File: src/rtl/seg_scroll_scanner.sv
// Scrolling four-digit seven-segment scanner: fetches four consecutive message entries, then commits them to the digits together.
// Optional build macro SEG_SCROLL_ACTIVE_LOW_EN selects inverted (active-low) digit drive with blank 7'h7F.
module seg_scroll_scanner #(
  parameter int STEP_CYCLES = 25000000
) (
  input  logic       CLK,
  input  logic       CLR,
  input  logic       EN,
  input  logic       START,
  input  logic [3:0] LAST_ADDR,
  output logic       RA3,
  output logic       RA2,
  output logic       RA1,
  output logic       RA0,
  input  logic [6:0] DATA,
  output logic [6:0] HEX3,
  output logic [6:0] HEX2,
  output logic [6:0] HEX1,
  output logic [6:0] HEX0,
  output logic       BUSY,
  output logic       WRAP
);

  localparam int PW = $clog2(STEP_CYCLES);
  localparam logic [PW-1:0] PRE_MAX = PW'(STEP_CYCLES - 1);

`ifdef SEG_SCROLL_ACTIVE_LOW_EN
  localparam logic [6:0] BLANK = 7'h7F;
`else
  localparam logic [6:0] BLANK = 7'h00;
`endif

  typedef enum logic [1:0] {FETCH, COMMIT, WAIT} state_t;

  function automatic logic [6:0] drive_code(input logic [6:0] code);
`ifdef SEG_SCROLL_ACTIVE_LOW_EN
    return ~code;
`else
    return code;
`endif
  endfunction

  // Digit address wraps modulo the message length, so short messages repeat.
  function automatic logic [3:0] wrap_addr(input logic [3:0] b, input logic [1:0] i,
                                           input logic [3:0] last);
    logic [4:0] sum;
    logic [4:0] len;
    logic [4:0] rem;
    sum = {1'b0, b} + {3'b000, i};
    len = {1'b0, last} + 5'd1;
    rem = sum % len;
    return rem[3:0];
  endfunction

  state_t        state, state_nxt;
  logic [1:0]    idx, idx_nxt;
  logic [3:0]    base, base_nxt;
  logic [PW-1:0] presc;
  logic          tick;
  logic          wrap_q, wrap_nxt;
  logic          capture, commit;
  logic [3:0]    ra;
  logic [6:0]    shadow [4];
  logic [6:0]    hex3_q, hex2_q, hex1_q, hex0_q;

  assign tick = (presc == PRE_MAX);

  always_comb begin
    state_nxt = state;
    idx_nxt   = idx;
    base_nxt  = base;
    wrap_nxt  = 1'b0;
    capture   = 1'b0;
    commit    = 1'b0;
    if (START) begin
      state_nxt = FETCH;
      idx_nxt   = 2'd0;
      base_nxt  = 4'd0;
    end else begin
      case (state)
        FETCH: begin
          capture = 1'b1;
          idx_nxt = idx + 2'd1;
          if (idx == 2'd3) state_nxt = COMMIT;
        end
        COMMIT: begin
          commit    = 1'b1;
          state_nxt = WAIT;
        end
        WAIT: begin
          if (tick) begin
            if (EN) begin
              if (base >= LAST_ADDR) begin
                base_nxt = 4'd0;
                wrap_nxt = (base == LAST_ADDR);
              end else begin
                base_nxt = base + 4'd1;
              end
            end
            state_nxt = FETCH;
            idx_nxt   = 2'd0;
          end
        end
        default: begin
          state_nxt = FETCH;
          idx_nxt   = 2'd0;
        end
      endcase
    end
  end

  always_ff @(posedge CLK) begin
    if (CLR) begin
      state  <= FETCH;
      idx    <= 2'd0;
      base   <= 4'd0;
      presc  <= '0;
      wrap_q <= 1'b0;
    end else begin
      state  <= state_nxt;
      idx    <= idx_nxt;
      base   <= base_nxt;
      presc  <= tick ? '0 : presc + 1'b1;
      wrap_q <= wrap_nxt;
    end
  end

  // Shadow collects a full frame so the visible digits never show a mix of old and new entries.
  always_ff @(posedge CLK) begin
    if (CLR) begin
      for (int i = 0; i < 4; i++) shadow[i] <= BLANK;
      hex3_q <= BLANK;
      hex2_q <= BLANK;
      hex1_q <= BLANK;
      hex0_q <= BLANK;
    end else begin
      if (capture) shadow[idx] <= DATA;
      if (commit) begin
        hex3_q <= drive_code(shadow[0]);
        hex2_q <= drive_code(shadow[1]);
        hex1_q <= drive_code(shadow[2]);
        hex0_q <= drive_code(shadow[3]);
      end
    end
  end

  assign ra = (state == FETCH) ? wrap_addr(base, idx, LAST_ADDR) : base;
  assign {RA3, RA2, RA1, RA0} = ra;
  assign HEX3 = hex3_q;
  assign HEX2 = hex2_q;
  assign HEX1 = hex1_q;
  assign HEX0 = hex0_q;
  assign BUSY = (state != WAIT);
  assign WRAP = wrap_q;

endmodule

File: config.mk
export PLATFORM = sky130hd
export DESIGN_NAME = seg_scroll_scanner
export DESIGN_NICKNAME = d
export VERILOG_FILES = /design/src/rtl/seg_scroll_scanner.sv
export SDC_FILE = /design/constraint.sdc
export NUM_CORES = 1
export LEC_CHECK = 0
export CAP_MARGIN = 5
export CORE_AREA = 2 2 98 100
export CTS_CLUSTER_SIZE = 8
export DETAILED_ROUTE_END_ITERATION = 7
export DIE_AREA = 0 0 100 102
export PLACE_DENSITY = 0.75
export SLEW_MARGIN = 5
export SYNTH_ARGS = -nofsm -noshare
export SYNTH_HDL_FRONTEND = slang
export SYNTH_SLANG_ARGS = --single-unit
File: constraint.sdc
create_clock -name CLK -period 15.2 [get_ports CLK]
set_input_delay 4.56 -clock CLK [delete_from_list [all_inputs] [get_ports CLK]]
set_output_delay 4.56 -clock CLK [all_outputs]
set_load 0.03 [all_outputs]
Figure 1. Placed standard cells.
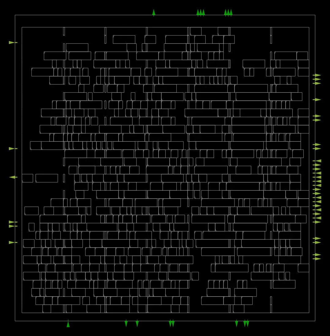
Post-Layout Cell Count: 691
flop share of the area: 36.4%
seq_cells: 90

Figure 2. I/O nets highlighted.
Scale: 4 px per um.
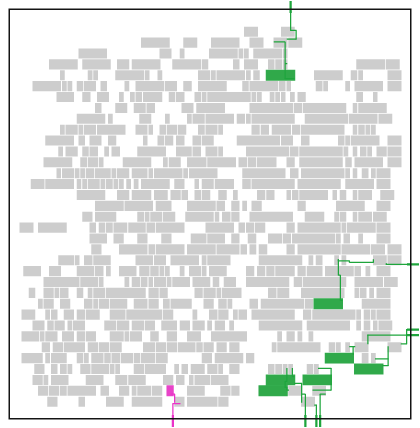
color	port	bits	direction	end cells	buffers	wire
magenta	RA0	1	output	1	1	8.00 um
green	HEX0	7	output	7	7	130 um

Figure 3. Routed clock nets over the placement.
Scale: 3 px per um.
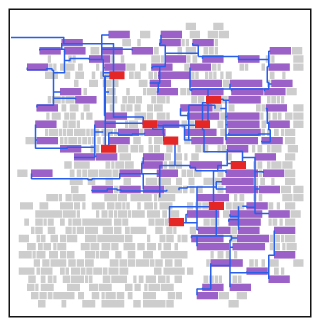
[purple] flip-flops | count: 90
[blue] clock wires | length: 978 um
[red] clock drivers | count: 9
routed clock nets	10

Figure 4. Sequential cells colored by netlist name.
Scale: 3 px per um.
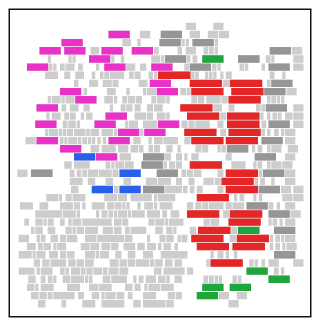
color	name in the netlist	sequential cells
green	HEX0	7
red	shadow	28
magenta	presc	25
blue	base	4
not colored	26

Figure 5. Cells colored by class.
Scale: 3 px per um.
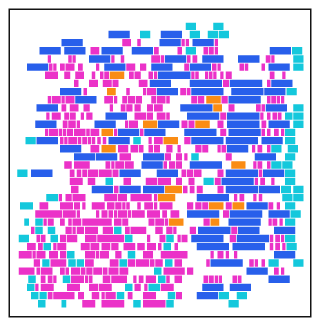
color	class	cells	share of their area
magenta	combinational and other logic	395	46%
cyan	other buffers and delay cells	79	13%
blue	flops	90	37%
orange	clock drivers and dummy loads	16	3.7%

==> flow_metrics.py <==
# Metrics from the implementation run
metrics = {
    "yosys": {
        "synth_stat.cells": 501,
        "synth_area_sq_um": 4580,
        "xor_area_share_pct": 5.74,
        "syn_inst": 501,
        "most_common_cell": "nand2_1",
        "top_cell_area_share_pct": 27.1,
        "ff_type": "dfxtp_1",
    },
    "setup_path": {
        "cp.required_ns": 10.64,
        "cp_slowest_cell": "or4_4",
        "start_kind": "input port",
        "crit_end": "RA0",
    },
    "global_route": {
        "grt_util_met2_pct": 35.3,
        "grt_util_met1_pct": 25.4,
        "grt_start_max_net_pins": 35,
        "grt_usage_pct": 20.2,
    },
    "timing": {
        "period_needed_ns": 14.98,
        "min_period_over_period_pct": 98.5,
        "clock.fmax_ghz": 0.0668,
        "slew_headroom_pct": 13.7,
    },
    "hold_path": {
        "worstHoldEndpoint": "HEX1[6]",
        "hold_start": "HEX1[6]",
        "hold_depth": 2,
    },
    "layout": {
        "inv_count": 21,
        "comb_area_share_pct": 43.9,
        "largest_reg_flops": 28,
        "antenna_cells": 0,
        "clkCellAreaFrac_pct": 3.59,
        "largest_registers": "shadow x28, presc x25",
    },
    "status": {
        "status": "complete, no violations",
    },
    "power_and_ir_drop": {
        "p_int_mw": 0.361,
        "pwr-share-clk_pct": 31.9,
        "peakVddDrop_mv": 0.0499,
        "swShare_pct": 29.1,
    },
    "clock_network": {
        "cts_max_level": 3,
        "cts_sinks": 90,
        "cts_buffers": 9,
    },
    "floorplanning": {
        "die_h_um": 102,
        "coreArea_sq_um": 9110,
    },
    "drt": {
        "ant_nets": 0,
    },
}
No activity file was given, so power comes from the tool's default toggle rates.
